## config.mk

```make
export PLATFORM = sky130hd
export DESIGN_NAME = seq_chunk_adder
export DESIGN_NICKNAME = d
export VERILOG_FILES = /design/src/rtl/seq_chunk_adder.sv
export SDC_FILE = /design/constraint.sdc
export NUM_CORES = 1
export LEC_CHECK = 0
export ABC_CLOCK_PERIOD_IN_PS = 7300
export CORE_ASPECT_RATIO = 0.9
export CORE_MARGIN = 4
export CORE_UTILIZATION = 35
export DETAILED_ROUTE_END_ITERATION = 6
export PLACE_DENSITY = 0.63
export SYNTH_ARGS = -nofsm -noshare
export SYNTH_HDL_FRONTEND = slang
export SYNTH_SLANG_ARGS = --single-unit
```

## constraint.sdc

```tcl
create_clock -name clk -period 7.3 [get_ports clk]
set_clock_uncertainty 0.1 [all_clocks]
set_input_delay 1.46 -clock clk [delete_from_list [all_inputs] [get_ports clk]]
set_output_delay 1.46 -clock clk [all_outputs]
set_load 0.005 [all_outputs]
```

## src/rtl/seq_chunk_adder.sv

```systemverilog
// Multi-cycle add/subtract unit: WIDTH-bit a +/- b +/- cin, CHUNK bits per clock,
// with a registered inter-chunk carry and a start/busy/done handshake.
module seq_chunk_adder #(
  parameter int WIDTH = 8,
  parameter int CHUNK = 2
) (
  input  logic             clk,
  input  logic             rst,
  input  logic             start,
  input  logic [WIDTH-1:0] a,
  input  logic [WIDTH-1:0] b,
  input  logic             cin,
  input  logic             sub,
  output logic             busy,
  output logic             done,
  output logic [WIDTH-1:0] sum,
  output logic             cout,
  output logic             ovf
);

  localparam int NCHK = WIDTH / CHUNK;
  localparam int IDXW = (NCHK > 1) ? $clog2(NCHK) : 1;
  localparam logic [WIDTH-1:0] CMASK = WIDTH'({CHUNK{1'b1}});

  generate
    if ((WIDTH < 1) || (CHUNK < 1) || (WIDTH % CHUNK != 0)) begin : g_bad_params
      $error("seq_chunk_adder: WIDTH must be a positive multiple of CHUNK");
    end
  endgenerate

  typedef enum logic {
    IDLE = 1'b0,
    RUN  = 1'b1
  } state_t;

  state_t           state, state_nxt;
  logic [WIDTH-1:0] a_r, b_r, shadow, shadow_nxt;
  logic             carry;
  logic [IDXW-1:0]  idx;
  logic             accept, last;

  logic [31:0]      base;
  logic [CHUNK-1:0] a_chk, b_chk, chk_sum;
  logic             chk_cout, chk_cmsb;

  // NOTE: every variable written in an always_comb gets a default first,
  // so no path leaves it unassigned and no latch is inferred.
  always_comb begin
    state_nxt = state;
    accept    = 1'b0;
    last      = 1'b0;
    case (state)
      IDLE: begin
        if (start) begin
          accept    = 1'b1;
          state_nxt = RUN;
        end
      end
      RUN: begin
        if (idx == IDXW'(NCHK - 1)) begin
          last      = 1'b1;
          state_nxt = IDLE;
        end
      end
      default: state_nxt = IDLE;
    endcase
  end

  // NOTE: state registers use non-blocking assignments so all flops update
  // together from values sampled before the edge.
  always_ff @(posedge clk or posedge rst) begin
    if (rst) state <= IDLE;
    else     state <= state_nxt;
  end

  // One chunk slice of the ripple; the carry into the chunk MSB falls out of
  // the sum bit, which covers CHUNK == 1 without a special case.
  always_comb begin
    base                  = 32'(idx) * 32'(CHUNK);
    a_chk                 = CHUNK'(a_r >> base);
    b_chk                 = CHUNK'(b_r >> base);
    {chk_cout, chk_sum}   = {1'b0, a_chk} + {1'b0, b_chk} + {{CHUNK{1'b0}}, carry};
    chk_cmsb              = chk_sum[CHUNK-1] ^ a_chk[CHUNK-1] ^ b_chk[CHUNK-1];
    shadow_nxt            = (shadow & ~(CMASK << base)) | (WIDTH'(chk_sum) << base);
  end

  always_ff @(posedge clk or posedge rst) begin
    if (rst) begin
      a_r    <= '0;
      b_r    <= '0;
      shadow <= '0;
      carry  <= 1'b0;
      idx    <= '0;
      sum    <= '0;
      cout   <= 1'b0;
      ovf    <= 1'b0;
      done   <= 1'b0;
    end else begin
      done <= last;
      if (accept) begin
        // Subtraction is a + ~b + ~cin, so invert b and flip the carry-in once here.
        a_r   <= a;
        b_r   <= b ^ {WIDTH{sub}};
        carry <= cin ^ sub;
        idx   <= '0;
      end else if (state == RUN) begin
        shadow <= shadow_nxt;
        carry  <= chk_cout;
        idx    <= last ? '0 : idx + 1'b1;
      end
      if (last) begin
        sum  <= shadow_nxt;
        cout <= chk_cout;
        ovf  <= chk_cmsb ^ chk_cout;
      end
    end
  end

  assign busy = (state == RUN);

endmodule

```

==> impl_metrics.yaml, run 1 <==
# flow metrics
outcome:
  status: "complete, no violations"
clocking:
  cts-hold-fix-buffers: 0
  cts_resized: 0
  clock_path_buffers: 2
  htreeDepth: 2
  cts_made_buffers: 5
  clkSinkCount: 37
  cts_tree: "yes"
  cts.clk_slew.worst_paths_ps: 70
  cts_setup_buffers: 0
  root_buffer: "clkbuf_8"
routing:
  wl_mm: 3.15
  antenna_left: 0
  drtIter0Drc: 54
  vias_per_cell: 4.77
  vias: 1163
  route.detailed.drc: 0
  first_pass_iters: 4
logic_synthesis:
  synth-xor-area-share_pct: 6.34
  syn_area_um2: 1740
  syn_inst: 148
  seq_area_frac_synth_pct: 53.4
  ys_types: 27
  synth-edff-count: 0
  yosys-mux-area-fraction_pct: 12.3
  simple_gate_share_pct: 7.93
  area_leaders: "dfrtp_1 53%, mux2_2 5.8%, mux4_1 4.5%"
  top_area_cell: "dfrtp_1"
  ys_cells: 148
  postSynthAreaPerCell_um2: 11.7
  synthTopLogicFamily: "multiplexers"
  synth_top_area_share_pct: 53.4
  async_reset_ff_share_pct: 100
  ys_warn_count: 0
  synth_top_flop_cell: "dfrtp_1"
  synth_flops: 37
  most_common_cell: "dfrtp_1"
  fa_ha_area_share_pct: 5.19
  synth_nets: 175
  synth.cellmix.compoundShare_pct: 10.7
  ys_area_um2: 1740
  synthTopCellsByCount: "37 x dfrtp_1, 19 x nand2_1, 15 x o21ai_0"
power:
  cellLeakagePower_nw: 0.946
  power_density_nw_per_um2: 467
  p_int_mw: 0.658
  comb-power_mw: 0.500
  switching_power_mw: 0.358
  seq-power_mw: 0.381
  power_mw: 1.02
  vdd_ir_drop_max_mv: 0.210
  top_power_group: "combinational cells"
  switching_share_pct: 35.2
  p_comb_share_pct: 49.2
  seq_power_share_pct: 37.5
global_route:
  grt_max_degree: 38
  grt_pass1_wl_mm: 5.24
  grt_overflow: 0
  grt_pass1_vias: 1128
  track_usage_pct: 11.3
  antenna_found_initial: 0
hold_path:
  min_from: "sum[1]$_DFFE_PP0P_"
  holdPathEnd: "sum[1]$_DFFE_PP0P_"
  hold_depth: 2
  hold_class: "flop to flop"
final_layout:
  inverters: 6
  buffers: 33
  nNetsFinal: 205
  clkCellAreaFrac_pct: 3.79
  sh_comb_area_pct: 33.9
  dominant_cells: "flip-flops and latches"
  layout_top_cell: "dfrtp_1"
  n_clock_buffer: 6
  signal_buffer_area_fraction_pct: 15.1
  seq_area_um2: 926
  comb_cells: 95
  nFillCells: 454
  mostFrequentLayoutCells: "37 x dfrtp_1, 32 x clkdlybuf4s50_1, 19 x nand2_1, 15 x o21ai_0, 9 x mux2_2"
  combGateArea_um2: 737
  synthToLayoutAreaGrowth_pct: 25.5
  ff_count: 37
  antenna_cells: 0
  drive_gt1_share_pct: 10.1
run:
  warnings: 29
  drv_cap: 0
critical_path:
  path_cells: "clkdlybuf4s50_1"
  startpoint_type: "flop"
  slowest_delay_ps: 720
  r2r_cells: 6
  rrSetupSlack_ps: 4180
  rr_startpoint: "idx[0]$_DFFE_PP0P_"
  critPathBufInv: 1
  critPathKind: "flop to primary output"
  cp.required_ps: 5740
  r2r-end: "ovf$_DFFE_PP0P_"
  crit_cells: 1
  cp-end-kind: "primary output"
  path_delay_family: "flip-flops"
  cp_max_fo: 21
  crit_path_top_delay_cell: "dfrtp_1"
  endpoint: "busy"
  startpoint: "busy$_DFF_PP0_"
  cp.arrival_ps: 1620
final_timing:
  fin_tns_setup_ps: 0
  final-hold-violation-count: 0
  tightest_slew_ps: 863
  relSlewSlack_pct: 42.4
  holdWs_ps: 377
  fmax_ghz: 0.314
  period_used_pct: 43.6
  setup_viol: 0
  rsz0062_at_grt: "false"
  drv_slew: 0
  period_needed_ps: 3180
floorplan:
  chipArea_um2: 6150
  nWellTaps: 65
  fp_util_pct: 35.9
  core_area_um2: 4830
  io_pins: 33
place:
  port_buffers: 32
  dpl.hpwl_mm: 2.36
  globalplace.congestion: 0.735
run 1: per-stage QoR:
step	instance area (um2)	setup WS (ps)	instances
after floorplan	1740	4440	148
after global placement	2090	4110	236
after detailed placement	2090	4040	236
after CTS	2180	4120	244
after global routing	2180	3990	244
final	2180	4120	244
run 1: sequential cells by signal, indices dropped and copies added (netlist names):
register  count
a_r           8
b_r           8
sum           8
shadow        6
idx           2
busy          1
carry         1
cout          1
done          1
ovf           1
run 1: worst register-to-register path, cell delays in order, from the launching register on:
cell and delay, ps:
dfrtp_1 570, mux4_1 640, fa_1 430, fa_1 610, xor2_1 170, xnor3_1 390
o21ai_1 120
run 1: metal layers:
layer	up-vias	global-route usage (%)	routed length [um]
li1	565	-	-
met1	566	14.1	1380
met2	30	18.9	1590
met3	2	4.31	174
met4	0	2.21	8
met5	-	0	0
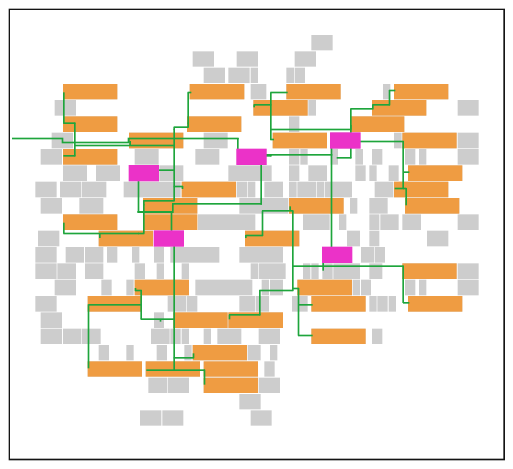
*Clock network drawn from the DEF, run 1*
Scale: 6 px per um.
legend:
  clock-net drivers:
    color: magenta
    count: 5
  clock wires:
    color: green
    length: 430 um
  flip-flops:
    color: orange
    count: 37
routed clock nets: 6
Clk pwr share: 13.3%
Late-Pin Clk Latency: 280 ps
Power Clock: 0.135 mW

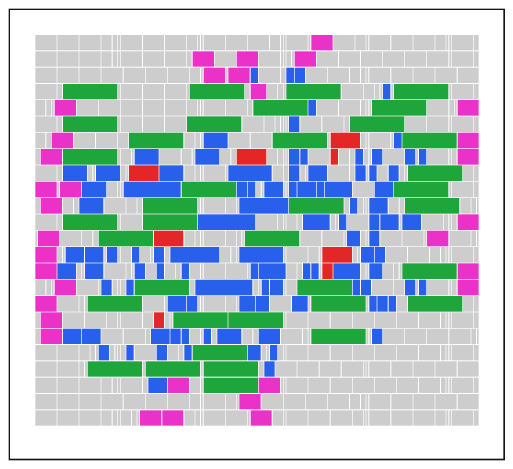
*Placed cells, one color a class, run 1*
Scale: 6 px per um. Fill, decap, tap and diode cells in gray.
legend:
  remaining logic cells:
    color: blue
    cells: 101
    share_of_their_area: 36%
  sequential cells:
    color: green
    cells: 37
    share_of_their_area: 44%
  remaining buffers and delay cells:
    color: magenta
    cells: 33
    share_of_their_area: 16%
  clock drivers and dummy loads:
    color: red
    cells: 8
    share_of_their_area: 3.9%
row cnt: 24
flop share of the area: 42.5%

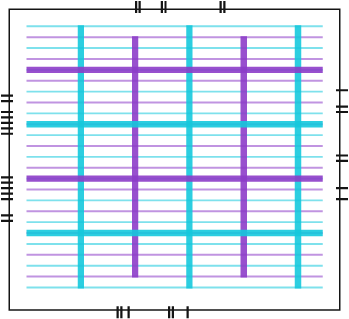
*Supply network, run 1*
Scale: 4 px per um. Pins as bars on the die edge.
legend:
  VSS:
    color: cyan
  VDD:
    color: purple
signal pins: 33
met5 straps: 4
rows: 24
met1 rails: 25
met4 straps: 5
Die Y: 74.8 um
chip width: 82.2 um

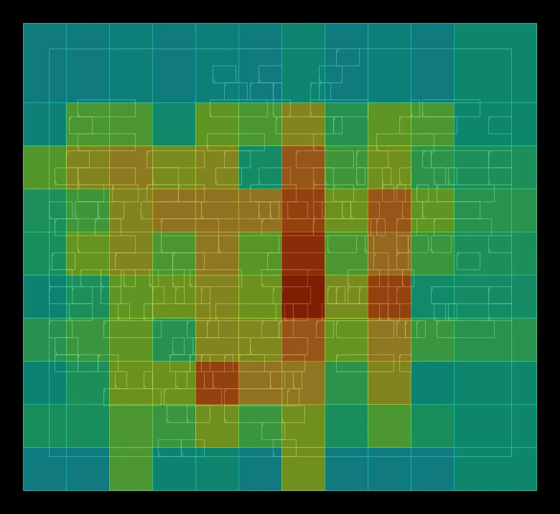
*Congestion heat map, run 1*
GR Util met1: 14.1%
wire length per cell: 12.9 um
Util after Layout: 45.0%
met2 Track Usage GR: 18.9%

## Run 2: what changed since run 1
ABC_CLOCK_PERIOD_IN_PS = 2650   (was 7300)
PLACE_DENSITY = 0.66   (was 0.63)
clock period = 2.65 ns   (was 7.3 ns; I/O delays follow)
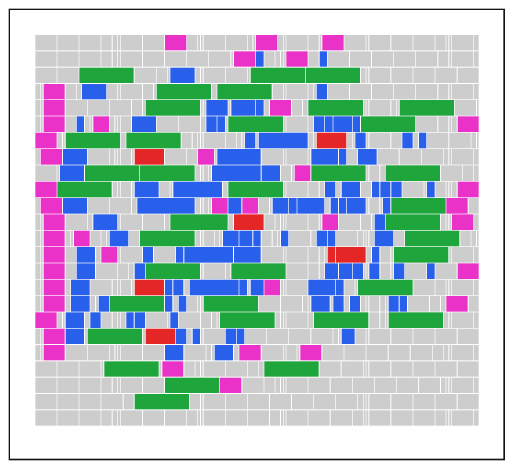
*Placed cells, one color a class, run 2*
Scale: 6 px per um. Fill, decap, tap and diode cells in gray.
Core ar.: 4830 um2
flop share of the area: 41.4%

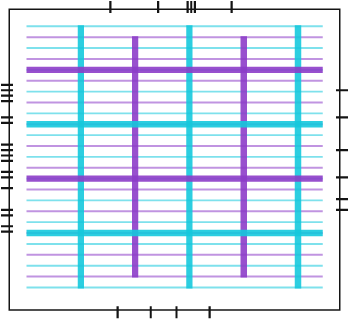
*Supply network, run 2*
Scale: 4 px per um. Pins as bars on the die edge.
legend:
  VSS:
    color: cyan
  VDD:
    color: purple
met4 straps: 5
met5 straps: 4
signal pins: 33
peak supply drop: 0.555 mV

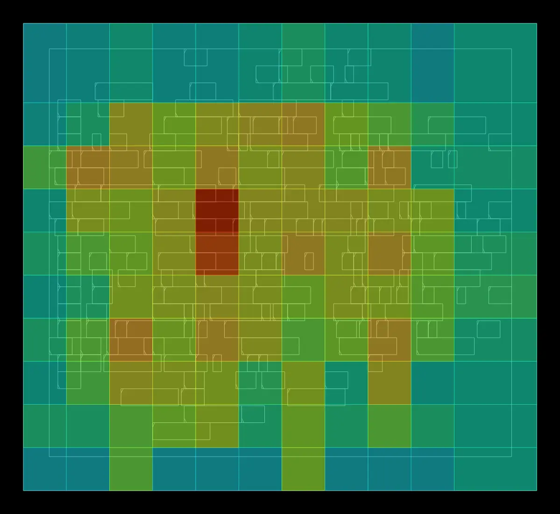
*Congestion heat map, run 2*
gr usage total: 12.2%
wire length per cell: 13.2 um
GR peak layer: met2
GR Util met1: 15.9%
met2 Track Usage GR: 19.2%

==> run 2 against run 1 <==
Against the previous run: clock-buffer cell count up 1; global-route usage up 0.92 points; largest power group unchanged; combinational power rose to 3.0 times the previous value; first-iteration DRC count down 44%.
==> impl_metrics.yaml, run 2 <==
# flow metrics
final_layout:
  ff_count: 37
  sh_comb_area_pct: 32.7
  dominant_cells: "flip-flops and latches"
  nFillCells: 470
  layout_top_cell: "dfrtp_1"
  inverters: 6
  comb_cells: 95
  buffers: 41
  synthToLayoutAreaGrowth_pct: 28.9
  design_area_um2: 2240
  n_clock_buffer: 7
  clkCellAreaFrac_pct: 3.86
  combGateArea_um2: 732
power:
  p_int_mw: 1.86
  p_comb_share_pct: 51.6
  switching_power_mw: 1.02
  seq_power_share_pct: 34.6
  power_frac_clock_pct: 13.8
  cellLeakagePower_nw: 0.972
  switching_share_pct: 35.4
floorplan:
  io_pins: 33
  fp.dieW_um: 82.2
  fp_util_pct: 35.9
  nWellTaps: 65
critical_path:
  path_cells: "mux4_2 > fa_2 > fa_1 > xor2_1 > xnor3_1 > o21ai_1"
  r2r-end: "ovf$_DFFE_PP0P_"
  rr_startpoint: "idx[0]$_DFFE_PP0P_"
  critPathBufInv: 0
  endpoint: "ovf$_DFFE_PP0P_"
  cp-end-kind: "flop"
  cp.required_ps: 2770
  path_delay_family: "adder cells"
  rrSetupSlack_ps: 120
  crit_cells: 6
  r2r_cells: 6
  slowest_delay_ps: 540
  cp.arrival_ps: 2650
  crit_path_top_delay_cell: "mux4_2"
logic_synthesis:
  simple_gate_share_pct: 7.93
  top_area_cell: "dfrtp_1"
  synth-edff-count: 0
  area_leaders: "dfrtp_1 53%, mux2_2 5.8%, mux4_1 4.5%"
  synth_nets: 175
  synthTopLogicFamily: "multiplexers"
  synth_flops: 37
  yosys-mux-area-fraction_pct: 12.3
  fa_ha_area_share_pct: 5.19
  syn_area_um2: 1740
  ys_types: 27
  synth_top_area_share_pct: 53.4
  ys_cells: 148
  synth_top_flop_cell: "dfrtp_1"
  ys_warn_count: 0
  synth-xor-area-share_pct: 6.34
  ys_area_um2: 1740
  postSynthAreaPerCell_um2: 11.7
  syn_inst: 148
final_timing:
  holdWs_ps: 375
  fmax_ghz: 0.395
  final-hold-violation-count: 0
  relSlewSlack_pct: 54.8
  fin_tns_setup_ps: 0
  setup_viol: 0
  rsz0062_at_grt: "false"
  period_needed_ps: 2530
hold_path:
  hold_depth: 2
  min_from: "b_r[6]$_DFFE_PP0P_"
  holdPathEnd: "b_r[6]$_DFFE_PP0P_"
clocking:
  cts-hold-fix-buffers: 0
  clock_path_buffers: 2
  cts_resized: 0
  root_buffer: "clkbuf_8"
  cts_made_buffers: 5
  clkSinkCount: 37
  htreeDepth: 2
routing:
  antenna_left: 0
  route.detailed.drc: 0
  met1Wirelength_mm: 1.55
  wl_mm: 3.30
  first_pass_iters: 4
  vias: 1146
  route.met2.wl_mm: 1.53
  top_layer: "met4"
  drtIter0Drc: 30
  vias_per_cell: 4.57
run:
  drv_cap: 0
  warnings: 29
place:
  place_area_um2: 2140
  port_buffers: 32
global_route:
  grt_pass1_wl_mm: 5.58
  met3_usage_pct: 3.23
  grt_overflow: 0
  grt_max_degree: 38
  grt_pass1_vias: 1218
outcome:
  status: "complete, no violations"
-- run 2: cell counts after synthesis --
No cell type changed its count.
-- run 2: power by group through the flow --
stage | Combinational (mW) | Sequential [mW] | Clock (mW)
6_report | 1.49 | 0.999 | 0.398
5_1_grt | 1.69 | 1.04 | 0.431
4_1_cts | 1.50 | 1.01 | 0.412
3_5_place_dp | 1.50 | 1.02 | 0
3_3_place_gp | 1.46 | 1.01 | 0
2_1_floorplan | 1.04 | 0.963 | 0
-- run 2: per-stage QoR --
stage	instances	setup slack [ps]	util [%]	power [mW]
2_1_floorplan	148	14.9	-	2.01
3_3_place_gp	243	94.4	44.3	2.47
3_5_place_dp	243	20.7	44.3	2.52
4_1_cts	250	19.9	46.1	2.92
5_1_grt	251	1.65	46.3	3.16
6_report	251	119	46.3	2.89
Power and IR drop assume default switching activity.
